`src/rtl/pipe_hazard_ctrl_pkg.sv`:
```
// Purpose: shared encodings for the pipeline hazard controller (memory FSM states, forwarding selects).
// Latency: n/a (types and a pure helper function only).
// Backpressure: n/a.
package pipe_hazard_ctrl_pkg;

    // Data-memory wait-state FSM encoding, also exported on the mem_state debug port.
    typedef enum logic [1:0] {
        ST_RUN     = 2'd0,
        ST_WAIT    = 2'd1,
        ST_RELEASE = 2'd2
    } mem_state_e;

    // EXE operand mux selects.
    typedef enum logic [1:0] {
        FWD_RF  = 2'b00,
        FWD_MEM = 2'b01,
        FWD_WB  = 2'b10
    } fwd_sel_e;

    // The younger producer (EXE) holds the newest value, so it wins a double match.
    function automatic fwd_sel_e fwd_pick(input logic ex_hit, input logic mem_hit);
        if (ex_hit) begin
            return FWD_MEM;
        end
        if (mem_hit) begin
            return FWD_WB;
        end
        return FWD_RF;
    endfunction

endpackage

```
`src/rtl/pipe_hazard_ctrl_if.sv`:
```
// Purpose: bundle of decoded-register/stage-control inputs and freeze/flush/forward outputs of the hazard controller.
// Latency: n/a (wires only).
// Backpressure: n/a; freeze_* outputs are the pipeline's stall mechanism.
// Modports: master = core side (drives stage info, receives controls); slave = controller.
interface pipe_hazard_ctrl_if #(
    parameter int REG_ADDR_W = 4,
    parameter int CNT_W      = 16
);
    logic [REG_ADDR_W-1:0] id_src1;
    logic [REG_ADDR_W-1:0] id_src2;
    logic                  id_src1_vld;
    logic                  id_src2_vld;
    logic [REG_ADDR_W-1:0] ex_dest;
    logic                  ex_wb_en;
    logic                  ex_mem_read;
    logic [REG_ADDR_W-1:0] mem_dest;
    logic                  mem_wb_en;
    logic                  mem_access;
    logic                  branch_taken;

    logic                  freeze_front;
    logic                  freeze_all;
    logic                  flush_if_id;
    logic                  flush_id_ex;
    logic [1:0]            fwd_sel_a;
    logic [1:0]            fwd_sel_b;
    logic [CNT_W-1:0]      stall_cnt;
    logic [CNT_W-1:0]      flush_cnt;
    logic [1:0]            mem_state;

    modport master (
        output id_src1, id_src2, id_src1_vld, id_src2_vld,
        output ex_dest, ex_wb_en, ex_mem_read,
        output mem_dest, mem_wb_en, mem_access, branch_taken,
        input  freeze_front, freeze_all, flush_if_id, flush_id_ex,
        input  fwd_sel_a, fwd_sel_b, stall_cnt, flush_cnt, mem_state
    );

    modport slave (
        input  id_src1, id_src2, id_src1_vld, id_src2_vld,
        input  ex_dest, ex_wb_en, ex_mem_read,
        input  mem_dest, mem_wb_en, mem_access, branch_taken,
        output freeze_front, freeze_all, flush_if_id, flush_id_ex,
        output fwd_sel_a, fwd_sel_b, stall_cnt, flush_cnt, mem_state
    );

endinterface

```
`src/rtl/pipe_hazard_ctrl_mem_wait_fsm.sv`:
```
// Purpose: RUN/WAIT/RELEASE FSM stretching each data-memory access by MEM_WAIT stall cycles.
// Latency: mem_stall is combinational from state and mem_access; state updates on the next edge.
// Backpressure: mem_stall freezes the whole pipe; RELEASE lets the access retire without re-triggering.
// Ports: clk, rst (sync, active-high), mem_access in; mem_stall, mem_state out.
module mem_wait_fsm
    import pipe_hazard_ctrl_pkg::*;
#(
    parameter int MEM_WAIT = 0
) (
    input  logic       clk,
    input  logic       rst,
    input  logic       mem_access,
    output logic       mem_stall,
    output logic [1:0] mem_state
);

    // The trigger cycle in RUN and the final RELEASE-bound WAIT cycle both count,
    // so WAIT only needs MEM_WAIT-2 further cycles after the first.
    localparam logic [3:0] CNT_INIT = (MEM_WAIT >= 2) ? 4'(MEM_WAIT - 2) : 4'd0;

    mem_state_e state_q;
    mem_state_e state_d;
    logic [3:0] cnt_q;
    logic [3:0] cnt_d;

    always_ff @(posedge clk) begin
        if (rst) begin
            state_q <= ST_RUN;
            cnt_q   <= 4'd0;
        end else begin
            state_q <= state_d;
            cnt_q   <= cnt_d;
        end
    end

    always_comb begin
        state_d = state_q;
        cnt_d   = cnt_q;
        unique case (state_q)
            ST_RUN: begin
                if (mem_access && (MEM_WAIT != 0)) begin
                    if (MEM_WAIT == 1) begin
                        state_d = ST_RELEASE;
                    end else begin
                        state_d = ST_WAIT;
                        cnt_d   = CNT_INIT;
                    end
                end
            end
            ST_WAIT: begin
                if (cnt_q == 4'd0) begin
                    state_d = ST_RELEASE;
                end else begin
                    cnt_d = cnt_q - 4'd1;
                end
            end
            ST_RELEASE: begin
                state_d = ST_RUN;
            end
            default: begin
                state_d = ST_RUN;
            end
        endcase
    end

    always_comb begin
        mem_stall = ((state_q == ST_RUN) && mem_access && (MEM_WAIT != 0)) ||
                    (state_q == ST_WAIT);
        mem_state = state_q;
    end

endmodule

```
`src/rtl/pipe_hazard_ctrl.sv`:
```
// Purpose: central freeze/flush/forwarding control for the 5-stage pipe (RAW, load-use, branch, memory waits).
// Latency: freeze/flush combinational; forwarding selects registered (aligned with ID/EX); counters +1 cycle.
// Backpressure: freeze_all stalls every stage during memory waits; freeze_front holds PC and IF/ID on hazards.
// Ports: clk, rst (sync, active-high); ctl = pipe_hazard_ctrl_if.slave carrying stage info in, controls out.
module pipe_hazard_ctrl #(
    parameter int REG_ADDR_W = 4,
    parameter int FWD_EN     = 1,
    parameter int MEM_WAIT   = 0,
    parameter int CNT_W      = 16
) (
    input  logic                clk,
    input  logic                rst,
    pipe_hazard_ctrl_if.slave   ctl
);
    import pipe_hazard_ctrl_pkg::*;

    localparam logic [CNT_W-1:0] CNT_MAX = '1;

    logic [REG_ADDR_W-1:0] src1, src2, ex_dest, mem_dest;
    logic m1_ex, m2_ex, m1_mem, m2_mem;
    logic raw_ex, raw_mem, hazard;
    logic mem_stall;
    logic freeze_front, flush_if_id, flush_id_ex;
    fwd_sel_e fwd_a_q, fwd_b_q, fwd_a_d, fwd_b_d;
    logic [CNT_W-1:0] stall_cnt_q, flush_cnt_q;

    assign src1     = ctl.id_src1;
    assign src2     = ctl.id_src2;
    assign ex_dest  = ctl.ex_dest;
    assign mem_dest = ctl.mem_dest;

    mem_wait_fsm #(
        .MEM_WAIT (MEM_WAIT)
    ) u_mem_wait_fsm (
        .clk        (clk),
        .rst        (rst),
        .mem_access (ctl.mem_access),
        .mem_stall  (mem_stall),
        .mem_state  (ctl.mem_state)
    );

    always_comb begin
        m1_ex   = ctl.id_src1_vld && (src1 == ex_dest);
        m2_ex   = ctl.id_src2_vld && (src2 == ex_dest);
        m1_mem  = ctl.id_src1_vld && (src1 == mem_dest);
        m2_mem  = ctl.id_src2_vld && (src2 == mem_dest);
        raw_ex  = ctl.ex_wb_en  && (m1_ex  || m2_ex);
        raw_mem = ctl.mem_wb_en && (m1_mem || m2_mem);
        // With forwarding only a load in EXE is too late to bypass; without it any pending write stalls.
        hazard  = (FWD_EN != 0) ? (raw_ex && ctl.ex_mem_read) : (raw_ex || raw_mem);

        // A branch seen during a memory stall is simply deferred: EXE is frozen so branch_taken persists.
        flush_if_id  = ctl.branch_taken && !mem_stall;
        flush_id_ex  = !mem_stall && (ctl.branch_taken || hazard);
        // The ID instruction is squashed by a taken branch, so there is nothing left to hold for.
        freeze_front = mem_stall || (hazard && !ctl.branch_taken);

        fwd_a_d = fwd_pick(ctl.ex_wb_en && m1_ex, ctl.mem_wb_en && m1_mem);
        fwd_b_d = fwd_pick(ctl.ex_wb_en && m2_ex, ctl.mem_wb_en && m2_mem);
    end

    // Selects track the ID/EX register: load on advance, clear with the bubble, hold while frozen.
    always_ff @(posedge clk) begin
        if (rst || (FWD_EN == 0)) begin
            fwd_a_q <= FWD_RF;
            fwd_b_q <= FWD_RF;
        end else if (!mem_stall) begin
            if (flush_id_ex) begin
                fwd_a_q <= FWD_RF;
                fwd_b_q <= FWD_RF;
            end else begin
                fwd_a_q <= fwd_a_d;
                fwd_b_q <= fwd_b_d;
            end
        end
    end

    always_ff @(posedge clk) begin
        if (rst) begin
            stall_cnt_q <= '0;
            flush_cnt_q <= '0;
        end else begin
            if ((freeze_front || mem_stall) && (stall_cnt_q != CNT_MAX)) begin
                stall_cnt_q <= stall_cnt_q + CNT_W'(1);
            end
            if (flush_if_id && (flush_cnt_q != CNT_MAX)) begin
                flush_cnt_q <= flush_cnt_q + CNT_W'(1);
            end
        end
    end

    assign ctl.freeze_front = freeze_front;
    assign ctl.freeze_all   = mem_stall;
    assign ctl.flush_if_id  = flush_if_id;
    assign ctl.flush_id_ex  = flush_id_ex;
    assign ctl.fwd_sel_a    = fwd_a_q;
    assign ctl.fwd_sel_b    = fwd_b_q;
    assign ctl.stall_cnt    = stall_cnt_q;
    assign ctl.flush_cnt    = flush_cnt_q;

endmodule
```
`src/flat_wrapper.sv`:
```
// flat-port wrapper written by rule: the top's interface ports become plain ports
module pipe_hazard_ctrl_flat import pipe_hazard_ctrl_pkg::*;
#(
    parameter int REG_ADDR_W = 4,
    parameter int FWD_EN     = 1,
    parameter int MEM_WAIT   = 0,
    parameter int CNT_W      = 16
)
  (clk, rst, ctl_id_src1, ctl_id_src2, ctl_id_src1_vld, ctl_id_src2_vld, ctl_ex_dest, ctl_ex_wb_en, ctl_ex_mem_read, ctl_mem_dest, ctl_mem_wb_en, ctl_mem_access, ctl_branch_taken, ctl_freeze_front, ctl_freeze_all, ctl_flush_if_id, ctl_flush_id_ex, ctl_fwd_sel_a, ctl_fwd_sel_b, ctl_stall_cnt, ctl_flush_cnt, ctl_mem_state);
  pipe_hazard_ctrl_if #(.REG_ADDR_W(REG_ADDR_W), .CNT_W(CNT_W)) ctl_i ();
  input  logic clk;
  input  logic rst;
  input wire logic [$bits(ctl_i.id_src1)-1:0] ctl_id_src1;
  input wire logic [$bits(ctl_i.id_src2)-1:0] ctl_id_src2;
  input wire logic [$bits(ctl_i.id_src1_vld)-1:0] ctl_id_src1_vld;
  input wire logic [$bits(ctl_i.id_src2_vld)-1:0] ctl_id_src2_vld;
  input wire logic [$bits(ctl_i.ex_dest)-1:0] ctl_ex_dest;
  input wire logic [$bits(ctl_i.ex_wb_en)-1:0] ctl_ex_wb_en;
  input wire logic [$bits(ctl_i.ex_mem_read)-1:0] ctl_ex_mem_read;
  input wire logic [$bits(ctl_i.mem_dest)-1:0] ctl_mem_dest;
  input wire logic [$bits(ctl_i.mem_wb_en)-1:0] ctl_mem_wb_en;
  input wire logic [$bits(ctl_i.mem_access)-1:0] ctl_mem_access;
  input wire logic [$bits(ctl_i.branch_taken)-1:0] ctl_branch_taken;
  output wire logic [$bits(ctl_i.freeze_front)-1:0] ctl_freeze_front;
  output wire logic [$bits(ctl_i.freeze_all)-1:0] ctl_freeze_all;
  output wire logic [$bits(ctl_i.flush_if_id)-1:0] ctl_flush_if_id;
  output wire logic [$bits(ctl_i.flush_id_ex)-1:0] ctl_flush_id_ex;
  output wire logic [$bits(ctl_i.fwd_sel_a)-1:0] ctl_fwd_sel_a;
  output wire logic [$bits(ctl_i.fwd_sel_b)-1:0] ctl_fwd_sel_b;
  output wire logic [$bits(ctl_i.stall_cnt)-1:0] ctl_stall_cnt;
  output wire logic [$bits(ctl_i.flush_cnt)-1:0] ctl_flush_cnt;
  output wire logic [$bits(ctl_i.mem_state)-1:0] ctl_mem_state;
  assign ctl_i.id_src1 = ctl_id_src1;
  assign ctl_i.id_src2 = ctl_id_src2;
  assign ctl_i.id_src1_vld = ctl_id_src1_vld;
  assign ctl_i.id_src2_vld = ctl_id_src2_vld;
  assign ctl_i.ex_dest = ctl_ex_dest;
  assign ctl_i.ex_wb_en = ctl_ex_wb_en;
  assign ctl_i.ex_mem_read = ctl_ex_mem_read;
  assign ctl_i.mem_dest = ctl_mem_dest;
  assign ctl_i.mem_wb_en = ctl_mem_wb_en;
  assign ctl_i.mem_access = ctl_mem_access;
  assign ctl_i.branch_taken = ctl_branch_taken;
  assign ctl_freeze_front = ctl_i.freeze_front;
  assign ctl_freeze_all = ctl_i.freeze_all;
  assign ctl_flush_if_id = ctl_i.flush_if_id;
  assign ctl_flush_id_ex = ctl_i.flush_id_ex;
  assign ctl_fwd_sel_a = ctl_i.fwd_sel_a;
  assign ctl_fwd_sel_b = ctl_i.fwd_sel_b;
  assign ctl_stall_cnt = ctl_i.stall_cnt;
  assign ctl_flush_cnt = ctl_i.flush_cnt;
  assign ctl_mem_state = ctl_i.mem_state;
  pipe_hazard_ctrl #(.REG_ADDR_W(REG_ADDR_W), .FWD_EN(FWD_EN), .MEM_WAIT(MEM_WAIT), .CNT_W(CNT_W)) u_core (.clk(clk), .rst(rst), .ctl(ctl_i));
endmodule
```
`config.mk`:
```
export PLATFORM = sky130hd
export DESIGN_NAME = pipe_hazard_ctrl_flat
export DESIGN_NICKNAME = d
export VERILOG_FILES = /design/src/rtl/pipe_hazard_ctrl_pkg.sv /design/src/rtl/pipe_hazard_ctrl_if.sv /design/src/rtl/pipe_hazard_ctrl_mem_wait_fsm.sv /design/src/rtl/pipe_hazard_ctrl.sv /design/src/flat_wrapper.sv
export SDC_FILE = /design/constraint.sdc
export NUM_CORES = 1
export LEC_CHECK = 0
export ABC_AREA = 1
export CORE_MARGIN = 3
export CORE_UTILIZATION = 37
export CTS_CLUSTER_SIZE = 10
export DETAILED_ROUTE_END_ITERATION = 10
export PLACE_DENSITY = 0.65
export SLEW_MARGIN = 20
export SYNTH_ARGS = -nofsm -noshare
export SYNTH_HDL_FRONTEND = slang
export SYNTH_SLANG_ARGS = --single-unit
```
`constraint.sdc`:
```
create_clock -name clk -period 1.95 [get_ports clk]
set_input_delay 0.2925 -clock clk [delete_from_list [all_inputs] [get_ports clk]]
set_output_delay 0.2925 -clock clk [all_outputs]
set_load 0.05 [all_outputs]
```
### Sizing map, run 1

Scale bar: 20 µm.
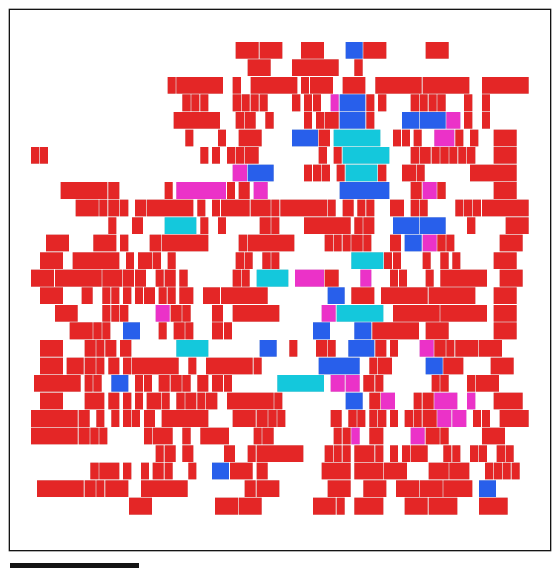
colour	size	cells	share
cyan	drive 6 and up	9	2.1%
magenta	drive 2	22	5.2%
blue	drive 3 to 4	23	5.4%
red	drive 1 or less	370	87%

### Sequential cells grouped by signal name, run 1

Scale bar: 20 µm. Other sequential cells in the stronger grey, the rest of the logic in the fainter grey.
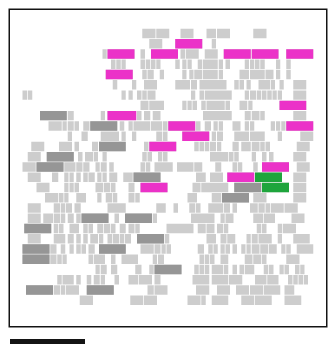
colour	signal	placed flops
magenta	u_core.ctl.stall_cnt	16
green	u_core.ctl.fwd_sel_b	2
not coloured	18
Flop+latch power: 0.745 mW
FF+latch area: 721.9 µm²
fraction of area in registers: 22.98%

==> run notes, run 1 <==
Entry: Yosys synthesis followed by OpenROAD place and route.

Outcome:
- The run finished with clean final reports.

Setup path:
- The run gives the end of the worst register-to-register path as u_core.ctl.flush_cnt[5]$_SDFFE_PP0P_.
- For this design, the slowest cell found on the critical path is clkdlybuf4s50_1.
- According to the timing report, the data required time at the worst endpoint equals ~1.7 ns.
- The run gives the capture point of the worst path as ctl_stall_cnt[2].
- The worst setup path is captured at a primary output.
- The run gives the largest fanout of any net on the critical path as 6.
- The run gives the delay of the slowest critical-path stage as about 0.85 ns.
- The run gives the sum of buffers and inverters on the critical path as 1.
- The run gives the number of stages on the worst setup path as 1.
- The startpoint identified for the worst register-to-register timing path is u_core.ctl.flush_cnt[0]$_SDFFE_PP0P_.
- In this run the register-to-register setup slack is around 0.23 ns.
- STA classifies the critical path startpoint as a register.
- The run gives the startpoint-to-endpoint class of the critical path as register to primary output.
- Tracing the worst setup path back leads to its startpoint at u_core.ctl.stall_cnt[2]$_SDFFE_PP0P_.
- For reference, the critical path cell chain is clkdlybuf4s50_1.
- The run puts the signal arrival time at the worst endpoint at ~1.6 ns.
- Per STA, the worst path accumulates the most delay in the family buffers and inverters.

Floorplanning:
- The run gives the vertical die size as 83.76 µm.
- The run puts the area of the die at approximately 7000 µm².
- The run puts the floorplan core density at about two fifths.
- The run puts the number of I/O pins at 67.
- The run puts the x dimension of the die at approximately 84 µm.

Timing:
- The run gives the slew at the pin with the worst max-slew slack as about 0.51 ns.
- Per the timing report, the achievable frequency comes out to 533.3 MHz.
- In the final report, the number of endpoints failing setup comes to 0.
- The run puts the shortest clock period the worst path allows after layout at between 1.5 and 2 ns.
- The run gives the smallest hold slack as around 0.50 ns.
- The run puts the least setup slack across all paths after layout at 0.07474 ns.
- Setup repair after global routing left no endpoint under its margin.
- The run puts the post-route setup TNS at 0 ns.
- Counting pins that exceed their max-slew limit in the final report gives 0.
- The final critical path takes up a little over nine tenths of the cycle.
- The run puts the hold violation count in the final report at 0.

Route:
- The run gives the post-route DRC violation count as 0.
- The run gives the average detailed-routed wire length per instance as roughly 11 µm.
- The run puts the post-detailed-routing wire length at around 5500 µm.
- The run puts the via count at between 2,000 and 2,500.
- The run puts the detail-routed via count per cell at 4.716.

Layout:
- The run gives the final-stage net count as approximately 450.
- The run puts the share of final layout cell area taken by non-clock buffers at about a quarter.
- Between the synthesized netlist and the finished layout, the area growth was recorded as 40.44%.
- The largest cell class by area is multi-input combinational cells.
- The run gives the fill cell instance count of the final layout as 580.
- The run gives the fraction of final layout cells sized beyond drive strength 1 as 12.74%.
- After the flow finishes, the layout carries non-filler instances totaling between 400 and 500.
- In the final layout, excluding clock buffers the buffer count is approximately 76.
- The run gives the clock buffer count in the final layout as 6.
- The run puts the number of diodes at 0.
- The run puts the multi-input combinational cell count at 260.
- The run gives the non-clock inverter instance count of the final layout as ~45.
- The run gives the proportion of cell area spent on the clock network as 2.469%.

Global routing:
- Entering global routing, the biggest net connects 16 pins.
- The first global-routing pass estimated ~9400 µm of wire.
- The run puts the initial antenna violation count at 0.
- The run gives the via count of the first global-routing pass as between 2,000 and 2,500.
- The run gives the total global routing track utilization as 15.96%.
- The run puts the final global-route overflow total at 0.

Synth:
- The run puts the instance tally after logic synthesis at between 300 and 400.
- The run puts the average cell area after synthesis at between 6 and 7 µm².
- The run puts the yosys stat cell total at around 350.
- The run gives the number of distinct library cell variants in the gate-level netlist after synthesis as 35.
- After synthesis, flip-flops and latches occupy about 32% of the total area.
- The run puts the arithmetic-cell share of the synthesized area counting full adders, half adders and majority gates at ~1.1%.
- The synthesis run identifies the leading combinational cell family as simple AND/OR/NAND/NOR gates.
- The run puts the share of synthesized cell area in and-or and or-and compound cells at between 7 and 8%.
- The run puts the post-synth area from yosys stat at about 2200 µm².
- Summing the areas of all xor and xnor instances in the mapped netlist gives 2.740% of the synthesized area.
- The run puts the fraction of post-synthesis cell area in the top cell type by area at 32.21%.
- The run gives the area share of and/or/nand/nor cells after synthesis as 45.86%.
- Post-synth the commonest register cell is dfxtp_1.
- The cell area that synthesis handed to floorplanning was 2237 µm².
- The run puts the post-synth tally of flip-flops with integrated enable at 0.
- The synthesized design spends more area on one cell type than any other, namely dfxtp_1.
- In the synthesized netlist the async set-or-reset flop fraction comes to 0%.
- The run gives the synthesis-stage register bit count as 36.

Placed design:
- The run puts the post-placement cell area at approximately 3000 µm².
- The run puts the final weighted congestion in routability-driven placement at about 0.88.
- The run puts the number of port buffers at 62.
- Including well taps, the total number of placed cells is a little under 500.

Flow run:
- The report counts max-capacitance violations totalling 0.
- The run puts the number of warnings the tools reported at 27.

Clocking:
- The run gives the total setup buffers inserted after CTS as 0.
- The run puts the clock transition at the registers of the reported paths at about 0.070 ns.
- For the worst-skew pair, the clock arrives at the later sink with an insertion delay of between 0.2 and 0.3 ns.
- Buffers inserted to repair hold after CTS numbered 0.
- TritonCTS built the clock tree.

Worst hold path:
- The run puts the number of stages on the worst hold path at 3.
- Note that the worst hold path type here is primary input to register.
- The run gives the origin of the worst min-delay path as ctl_id_src1[1].
- The endpoint of the worst hold path is reported as u_core.ctl.fwd_sel_a[1]$_SDFF_PP0_.

Power and ir drop:
- The run puts the cell area power density at around 470 nW/µm².
- Per the power-grid run, VDD falls by no more than 0.2498 mV.
- The run puts the post-layout total power at 1.474 mW.
- The run gives the static leakage as about 1.3 nW.
### Placed cells, one colour a class, run 1

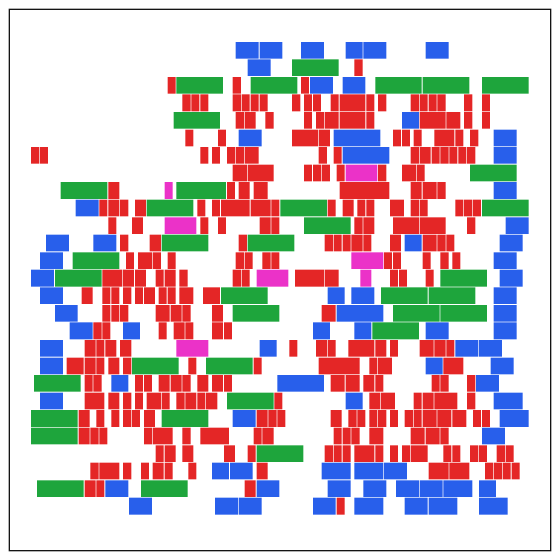
colour	class	cells	share of their area
blue	other buffers and delay cells	76	26%
magenta	clock drivers and dummy loads	7	2.5%
green	flip-flops	36	24%
red	all other logic	305	48%
fraction of the core area covered by cells at the end of the flow: 55.36%
Floorplan Core Area: 5675 µm²
Final Instance Area: 3142 µm²
row count: 27

### Clock nets, run 1

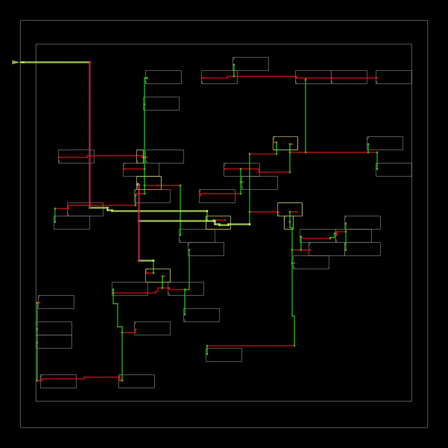
clock-net power: 0.503 mW
sink count of the clock tree: 36
skew final: 0.007464 ns

run 1: sequential cells by signal, summed over array words and instances (netlist names):
signal	flops
u_core.ctl.stall_cnt	16
u_core.ctl.fwd_sel_a	2
u_core.ctl.flush_cnt	16
u_core.ctl.fwd_sel_b	2
run 1: synth_stat cells, types with 2 or more instances:
library cell / count
nor2_4: 7
buf_4: 5
dfxtp_1: 36
nand2_1: 96
or2_2: 2
clkbuf_1: 2
o2111ai_1: 2
nand4_1: 8
nand3_1: 17
o22ai_1: 2
nor2_2: 8
nor3_1: 14
ha_1: 2
nor3b_1: 2
xor2_1: 6
nor2_1: 55
inv_1: 45
o21ai_0: 10
nand2_2: 2
a21oi_1: 13
run 1: power by group:
part	switching, mW	leakage (nW)	internal (mW)
clock network	0.260	0.0410	0.243
registers	0.00509	0.291	0.740
logic	0.128	0.931	0.0985
total	0.393	1.26	1.08
run 1: layer usage:
metal,vias to the layer above,wire [µm],GRT usage [%]
li1,1240,-,-
met1,1032,2650,19.65
met2,62,2566,27.91
met3,5,279,3.455
met4,0,45,4.386
met5,-,0,0
run 1: placed cells by master (no fill, tap or decap), drive strengths merged:
| cell | instances |
|---|---|
| or2 | 2 |
| nor3b | 2 |
| dfxtp | 36 |
| buf | 17 |
| o22ai | 2 |
| nor4 | 1 |
| nand4 | 10 |
| o2111ai | 2 |
| clkinv | 1 |
| clkdlybuf4s50 | 51 |
| dlymetal6s2s | 8 |
| o21ai | 12 |
| conb | 3 |
| nand3 | 19 |
| xor2 | 6 |
| nor3 | 14 |
| nand2 | 99 |
| xnor2 | 1 |
| o211ai | 1 |
| ha | 2 |
| nor2 | 70 |
| a21oi | 13 |
| or3 | 1 |
| clkbuf | 6 |
| inv | 45 |
## Run 2: what changed since run 1
Settings changed: CORE_ASPECT_RATIO set to 1.4, PLACE_DENSITY 0.65 to 0.61.
==> run 2 against run 1 <==
Against the previous run: die area grew 0.18%; sequential power is essentially flat; largest cell class unchanged; clock power grew 44%; combinational power grew 5%; power grew 16%.
==> run notes, run 2 <==
Entry: Yosys synthesis followed by OpenROAD place and route.

Synth:
- The run gives the synthesis-stage register bit count as 36.
- The run gives the xor/xnor cell area share of the yosys netlist as under 10%.
- The run puts the arithmetic-cell share of the synthesized area counting full adders, half adders and majority gates at under 10%.
- Sequential cells were found to cover around 32% of the synthesized design area.
- The run gives the multiplexer area fraction after synthesis as 0%.
- The biggest area contributor in the post-synthesis netlist is dfxtp_1.
- The run puts the average cell area after synthesis at 6.410 µm².
- Yosys reports a chip area of around 2200 µm².
- By count the netlist is led by nand2_1 (96), nor2_1 (55), inv_1 (45).
- Among the non-sequential cells, simple AND/OR/NAND/NOR gates take the most area.
- The post-synth count of flops with an enable pin is 0.
- The synthesized netlist devotes 7.438% of its cell area to compound gates.
- The run gives the netlist area before placement as 2237 µm².
- The run gives the most common cell in the synthesized netlist as nand2_1.
- The run gives the number of distinct library cell variants in the gate-level netlist after synthesis as 35.
- The run gives the yosys stat cell total as approximately 350.
- The run gives the main flop type after synthesis as dfxtp_1.
- The run gives the proportion of synthesized flip-flops having asynchronous set or reset as 0%.
- In this run the biggest area consumer among cell types represents 32.21% of the synthesized area.
- The run puts the area share of and/or/nand/nor cells after synthesis at between 40% and 50%.

Power and ir drop:
- The run gives the power drawn by the combinational cells as ~0.24 mW.
- The run gives the sequential group share of total power as about 44%.
- The clock network consumes a total of between 0.7 and 0.8 mW.
- The clock network is responsible for a little over two fifths of the overall power.
- The power report lists cell-internal power as 1.298 mW.
- Looking at the power breakdown, combinational cells take approximately 14% of the total.
- The run gives the switching component of the power as approximately 0.41 mW.
- The run puts the cell area power density at roughly 530 nW/µm².
- The run gives the sequential power as about 0.75 mW.
- The run gives the post-layout total power as ~1.7 mW.
- The worst VDD IR drop from the latest analysis is 0.3801 mV.
- Per the OpenROAD power report, leakage power amounts to 1.310 nW.
- The run gives the group drawing the most power as sequential cells.
- Per the breakdown, switching nets consume a little under a quarter of all power.

Timing:
- The run gives the shortest clock period the worst path allows after layout as between 1.5 and 2 ns.
- The run puts the post-route clock period utilization at between 90% and 100%.
- For reference, the final report shows the max-slew violation count at 0.
- The run puts the slew at the pin with the worst max-slew slack at approximately 0.53 ns.
- Setup violations remaining at the end of the flow were counted as 0.
- The run puts the setup skew after layout at 0.01312 ns.
- The run gives the hold violation count in the final report as 0.
- The run puts the maximum clock frequency at 535.3 MHz.

Route:
- The run gives the post-route DRC violation count as 0.
- The run gives the via count as 2,357.
- The run gives the average detailed-routed wire length per instance as 11.61 µm.
- The run gives the post-detailed-routing wire length as 5805 µm.
- The run gives the detail-routed via count per cell as roughly 4.7.

Layout:
- The run puts the area occupied by multi-input gates at roughly 1300 µm².
- The run puts the fraction of final layout cells sized beyond drive strength 1 at between 10% and 20%.
- Leaving out fill and tap cells, the most frequent cell in the layout is nand2_1.
- The net count of the finished layout is about 460.
- For the completed layout, the total cell area is recorded as between 3000 and 4000 µm².
- In the final layout, flip-flops and latches occupy 721.9 µm².
- The run gives the number of diodes as 0.
- The final layout report lists a filler cell count of 607.
- The top cell types in the final layout, fill and taps aside, are nand2_1 (93), nor2_1 (53), clkdlybuf4s50_1 (53).
- The run gives the relative area change from synthesis to final layout as 44.85%.

Flow run:
- The run puts the number of warnings the tools reported at 27.
- The run gives the number of max-cap violations as 0.

Floorplanning:
- The run puts the area of the die at about 7000 µm².
- The run puts the x dimension of the die at around 72 µm.
- The floorplan report gives the top-level pin count as between 60 and 70.
- The run puts the vertical die size at ~98 µm.
- The run gives the floorplan core density as 39.35%.

Setup path:
- The run gives the critical path startpoint category as a primary input.
- The run puts the sum of buffers and inverters on the critical path at 3.
- The largest single stage delay on the critical path is 0.52 ns.
- The run gives the setup slack of the most critical reg-to-reg path as around 0.22 ns.
- The run gives the kind of cell with the highest combined delay on the critical path as buffers and inverters.
- The run puts the critical path data required time at roughly 1.7 ns.
- Max fanout on the critical path was recorded as 3.
- The run puts the signal arrival time at the worst endpoint at about 1.6 ns.
- In this run the critical path is formed by clkdlybuf4s50_1, inv_1, nand2_1, nand2_1, nor2_2, nand2_2, nand2_4, nand2_2, nand2_2, buf_12.
- For reference, the most critical setup path is categorized as primary input to primary output.
- The slowest stage of the critical path is the clkdlybuf4s50_1 cell.
- The worst setup path is captured at a primary output.

Global routing:
- Entering global routing, the biggest net connects 13 pins.
- The run puts the initial antenna violation count at 0.
- The run puts the via count of the first global-routing pass at 2,163.
- The run puts the wire length of the first global-routing pass at between 9000 and 10,000 µm.
- The run gives the final global-route overflow total as 0.
- The run puts the total global routing track utilization at between 10% and 20%.

Clocking:
- The report puts the hold buffer count at CTS at 0.
- TritonCTS built the clock tree.
- The run puts the TritonCTS sink count at 36.
- The run puts the later-pin clock latency in the skew report at between 0.2 and 0.3 ns.
- The run gives the clock transition at the registers of the reported paths as ~0.08 ns.

Worst hold path:
- The run gives the classification of the worst-slack hold path as primary input to register.

Placed design:
- The run puts the number of port buffers at about 62.
- RePlAce ended its routability-driven mode at a weighted congestion of between 0.9 and 1.
- The placed instances occupy a cell area of 3079 µm².

Outcome:
- The flow ran to the end, and the final reports show no timing, DRC or antenna violations.
==> run 2: cell counts after synthesis <==
No cell type changed its count.
==> run 2: path summary, 6_finish.rpt <==
kind,from,to,cells after the start
hold / removal,ctl_id_src1[0],u_core.ctl.fwd_sel_a[1]$_SDFF_PP0_,4
setup / recovery,ctl_id_src1[2],ctl_flush_id_ex,10
setup reg to reg,u_core.ctl.flush_cnt[0]$_SDFFE_PP0P_,u_core.ctl.flush_cnt[15]$_SDFFE_PP0P_,9
hold reg to reg,u_core.ctl.flush_cnt[0]$_SDFFE_PP0P_,u_core.ctl.flush_cnt[0]$_SDFFE_PP0P_,2
==> run 2: cell type report <==
cell class / instances / share of cell area, %
multi-input combinational: 260 / 40.19
timing repair buffer: 83 / 25.79
sequential: 36 / 22.28
inverter: 45 / 5.212
clock buffer: 7 / 2.973
tap: 68 / 2.625
clock inverter: 1 / 0.9266
==> run 2: metal layers <==
metal	GRT usage [%]	wire, µm
met1	19.12	2419
met2	32.01	3121
met3	3.090	213
met4	3.473	51
met5	0	0
==> run 2: metrics by stage <==
| stage | setup WS, ns | std cells | hold slack (ns) | util [%] | TNS (ns) |
|---|---|---|---|---|---|
| global route | -0.006354 | 500 | 0.4821 | 57.00 | -0.006354 |
| CTS | 0.01853 | 500 | 0.5077 | 56.56 | 0 |
| detailed placement | -0.05889 | 491 | 0.4903 | 54.16 | -0.2677 |
| global placement | -0.03632 | 491 | 0.4857 | 54.16 | -0.1430 |
| finish | 0.08179 | 500 | 0.4089 | 57.00 | 0 |
| floorplan | 0.005877 | 351 | 0.4460 | - | 0 |
==> run 2: repair_timing <==
action	CTS	global route
endpoints found under the setup margin	2	10
buffers inserted	1	0
pin swaps	0	1
resized	2	12
### Placed cells, one colour a class, run 2

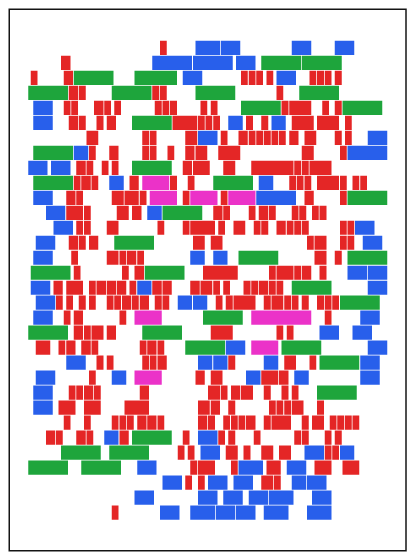
colour	class	cells	share of their area
red	all other logic	305	47%
magenta	clock drivers and dummy loads	8	4.0%
green	flip-flops	36	23%
blue	other buffers and delay cells	83	26%
fraction of the core area covered by cells at the end of the flow: 57.00%
Floorplan Core Area: 5685 µm²
row count: 32

## Run 3: what changed since run 2
Settings changed: DONT_BUFFER_PORTS set to 1, PLACE_DENSITY 0.61 to 0.47.
==> run 3 against run 2 <==
Against the previous run: maximum frequency grew 9.3%; clock skew shrank 0.0076 ns; sequential power is essentially flat; utilization shrank 11 points; register-to-register slack gained 0.02 ns; synthesized cell count is the same; sequential share of layout area grew 5.2 points; combinational power shrank 42%; hold slack lost 0.34 ns; critical endpoint is now u_core.ctl.stall_cnt[14]$_SDFFE_PP0P_; largest power group unchanged.
==> run notes, run 3 <==
Entry: Yosys synthesis followed by OpenROAD place and route.

Worst hold path:
- In this run the worst hold path is classified as primary input to register.
- The run gives the number of stages on the worst hold path as 1.

Synth:
- The run gives the instance tally after logic synthesis as 349.
- The run puts the yosys stat cell total at 349.
- The run puts the number of distinct library cell variants in the gate-level netlist after synthesis at 35.
- Averaged over all synthesized cells, the footprint is approximately 6.4 µm².
- The run gives the arithmetic-cell share of the synthesized area counting full adders, half adders and majority gates as between 1 and 1.5%.
- By count the netlist is led by nand2_1 (96), nor2_1 (55), inv_1 (45).
- The run gives the largest combinational cell category by area as simple AND/OR/NAND/NOR gates.
- Per Yosys stat, the portion of area used by sequential elements is 32.21%.
- The synthesized design contains 36 register bits.
- The run puts the area share of and/or/nand/nor cells after synthesis at ~46%.
- The biggest area contributor in the post-synthesis netlist is dfxtp_1.
- Yosys printed 0 warnings.
- The portion of synthesized area spent on multiplexers is 0%.
- The run puts the share of synthesized cell area in and-or and or-and compound cells at about 7.4%.
- Counting flops with a built-in enable in the synthesized netlist gives 0.
- The run puts the fraction of post-synthesis cell area in the top cell type by area at 32.21%.
- The run gives the most common cell in the synthesized netlist as nand2_1.
- The run puts the post-synth area from yosys stat at approximately 2200 µm².
- The run gives the xor/xnor cell area share of the yosys netlist as 2.740%.
- The run gives the proportion of synthesized flip-flops having asynchronous set or reset as 0%.
- The most used flip-flop cell after synthesis is dfxtp_1.
- Yosys attributes the largest share of cell area to dfxtp_1 (32%), nand2_1 (16%), nor2_1 (9.2%).
- The mapped netlist covers approximately 2200 µm².

Power and ir drop:
- The run gives the highest ir drop seen on vdd as a little under 0.4 mV.
- The script extracted a total leakage power of around 1.1 nW.
- The script computed a power per unit cell area of 528.6 nW/µm².
- The run puts the post-layout total power at 1.387 mW.

Route:
- The run puts the violation count after the first detailed-route iteration at ~54.
- The run gives the post-route DRC violation count as 0.
- The pre-antenna-repair detailed-routing pass consisted of 4 iterations.
- The run gives the average detailed-routed wire length per instance as ~12 µm.
- The final route contains roughly 2,200 vias.
- The count of nets left with antenna violations once routing finished came out at 0.
- The run gives the post-detailed-routing wire length as between 5000 and 6000 µm.
- The run puts the detail-routed via count per cell at about 4.8.

Outcome:
- The flow ran to the end, and the final reports show no timing, DRC or antenna violations.

Setup path:
- The worst setup path is launched from a register.
- According to the timing report, the critical path is launched from u_core.ctl.stall_cnt[0]$_SDFFE_PP0P_.
- The run gives the number of stages on the worst setup path as 10.
- The run gives the kind of cell with the highest combined delay on the critical path as simple AND/OR/NAND/NOR gates.
- The run gives the startpoint-to-endpoint class of the critical path as register to register.
- The run gives the most used cell along the critical path as nand2_1.
- The run gives the logic depth of the worst register-to-register path as 10.
- The data required time reported for the critical path is between 2 and 2.5 ns.
- For this run, the slowest stage of the critical path takes approximately 0.38 ns.
- The run gives the sum of buffers and inverters on the critical path as 0.
- In this run the worst setup path terminates at u_core.ctl.stall_cnt[14]$_SDFFE_PP0P_.
- The run gives the signal arrival time at the worst endpoint as roughly 1.9 ns.
- STA lists the startpoint of the worst register-to-register path as u_core.ctl.stall_cnt[0]$_SDFFE_PP0P_.
- The run gives the type of element capturing the critical path as a register.
- The run gives the largest fanout of any net on the critical path as 4.
- Traced cell by cell, the critical path runs through ha_1, nand2_2, nor2_4, nand2_1, a21oi_1, nand3_1, nor2_2, nand2_1, nand2_1, nor2_1.
- The run puts the setup slack of the most critical reg-to-reg path at 0.24 ns.
- Per the STA report, the cell with the highest stage delay on the worst path is dfxtp_1.
- For the worst reg-to-reg path, the endpoint reported by OpenROAD is u_core.ctl.stall_cnt[14]$_SDFFE_PP0P_.

Layout:
- The run gives the final design instance area without fill as between 2000 and 3000 µm².
- Per the cell usage report, the commonest logic cells after layout are nand2_1 (95), nor2_1 (55), inv_1 (45).
- The run gives the fill cell instance count of the final layout as approximately 630.
- The count of cells in the finished layout, fillers not included, comes to 453.
- The run gives the relative area change from synthesis to final layout as 17.28%.
- For this run, the share of the core covered by cells in the final layout is between 40 and 50%.
- According to the finish report, the design has a final net count of approximately 400.
- The run puts the number of diodes at 0.
- The run gives the fraction of final layout cells sized beyond drive strength 1 as ~18%.
- The library cell used most frequently in the layout, excluding fill and tap cells, is nand2_1.

Flow run:
- The run puts the number of warnings the tools reported at 27.
- Max-cap violations in this run came to 0.

Floorplanning:
- In this run the vertical extent of the chip is between 90 and 100 µm.
- The run puts the number of standard-cell rows in the floorplan at 32.
- The run puts the number of I/O pins at ~67.
- The run puts the floorplan core area at 5685 µm².
- The run puts the floorplan core density at roughly two fifths.
- The run gives the area of the die as 7028 µm².
- The run gives the x dimension of the die as about 72 µm.

Timing:
- The run puts the shortest clock period the worst path allows after layout at between 1.5 and 2 ns.
- The run gives the post-route clock period utilization as 87.66%.
- The run gives the least setup slack across all paths after layout as between 0.2 and 0.25 ns.
- The run gives the worst-case headroom to the max-slew limit as roughly 65%.
- Endpoints with negative setup slack in the final report add up to 0.
- The run puts the setup skew after layout at 0.005497 ns.
- Endpoints failing hold in the final report were tallied at 0.
- The run puts the slew at the pin with the worst max-slew slack at approximately 0.53 ns.
- The run gives the maximum clock frequency as about 600 MHz.
- The run puts the final max-slew violation count at 0.
- The run gives the smallest hold slack as slightly below 0.07 ns.
- Setup repair after global routing left no endpoint under its margin.
- The run puts the post-route setup TNS at 0 ns.

Clocking:
- The run gives the total setup buffers inserted after CTS as 0.
- As reported, the later end of the worst-skew pair has a clock insertion delay of approximately 0.28 ns.
- The run puts the clock transition at the registers of the reported paths at ~0.070 ns.
- The run gives the clock tree from TritonCTS as built.
- Looking at the clock tree report, the root buffer type is clkbuf_8.
- Looking at the clock tree report, the maximum root-to-sink buffer count equals 2.
- The run puts the CTS H-tree depth at 2.
- The run gives the total clock buffers created by CTS as 5.
- The run gives the TritonCTS sink count as 36.

Global routing:
- The run puts the via count of the first global-routing pass at between 1,500 and 2,000.
- Summed over all layers, the global routing overflow is 0.
- The run puts the total global routing track utilization at 15.85%.
- The run gives the wire length of the first global-routing pass as ~9000 µm.
- The run gives the maximum number of pins on one net before global-route repair as 16.
- The run puts the initial antenna violation count at 0.

Placed design:
- Note, the detailed placer reported a final HPWL of around 4500 µm.
- The run puts the post-place setup slack at ~0.2 ns.
- The run gives the post-placement cell area as roughly 2500 µm².
- Once placement completed, the tool counted placed cells totaling roughly 450.
- The run puts the final weighted congestion in routability-driven placement at around 0.85.
- The run gives the number of port buffers as 0.
## run 3: where the power goes
group          internal, mW  switching, mW
clock network         0.243          0.260
registers             0.740        0.00498
logic                0.0413         0.0980
## run 3: layer usage
layer  global-route usage (%)  up-vias  wire length, µm
met5                        0        -                0
li1                         -     1166                -
met2                    26.91       43             2807
met1                    18.78      953             2345
met4                    4.631        0               61
met3                    5.149        6              381
## run 3: how the worst min path moves through the flow
| stage | end | startpoint | slack (ns) |
|---|---|---|---|
| after floorplan | u_core.ctl.fwd_sel_a[1]$_SDFF_PP0_ | ctl_id_src1_vld | 0.45 |
| after global placement | u_core.ctl.flush_cnt[1]$_SDFFE_PP0P_ | rst | 0.36 |
| after detailed placement | u_core.ctl.flush_cnt[8]$_SDFFE_PP0P_ | rst | 0.37 |
| after CTS | u_core.ctl.flush_cnt[8]$_SDFFE_PP0P_ | rst | 0.06 |
| after global routing | u_core.ctl.flush_cnt[14]$_SDFFE_PP0P_ | rst | 0.06 |
| final | u_core.ctl.flush_cnt[1]$_SDFFE_PP0P_ | rst | 0.07 |
## run 3: what timing repair did
| action | 4_1_cts | 5_1_grt |
|---|---|---|
| hold buffers | 0 | 0 |
| resized | 0 | 1 |
| endpoints found under the setup margin | 0 | 6 |
## run 3: area by class of cell
class	count	area (µm²)	share of cell area (%)
clock buffers	6	72.57	2.766
clock inverters	1	5.005	0.1907
repair buffers	37	277.8	10.59
multi-input cells	260	1292	49.26
inverters	45	168.9	6.438
flip-flops and latches	36	721.9	27.52
well taps	68	85.08	3.243
## run 3: kinds of logic after synthesis
| family | count (synthesis) |
|---|---|
| compound gates | 30 |
| xor+xnor | 7 |
| fa+ha+maj | 2 |
| buf+inv | 55 |
| flops | 36 |
| other cells | 1 |
| simple gates | 218 |
### Placed cells, one colour a class, run 3

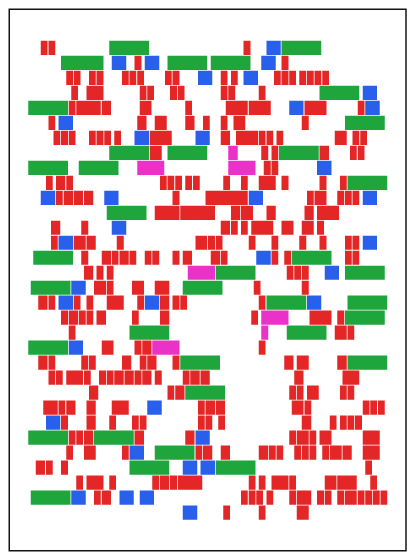
colour	class	cells	share of their area
red	all other logic	305	58%
magenta	clock drivers and dummy loads	7	3.1%
blue	other buffers and delay cells	37	11%
green	flip-flops	36	28%

Power figures rest on the tool's default switching activity, not on a simulated workload.
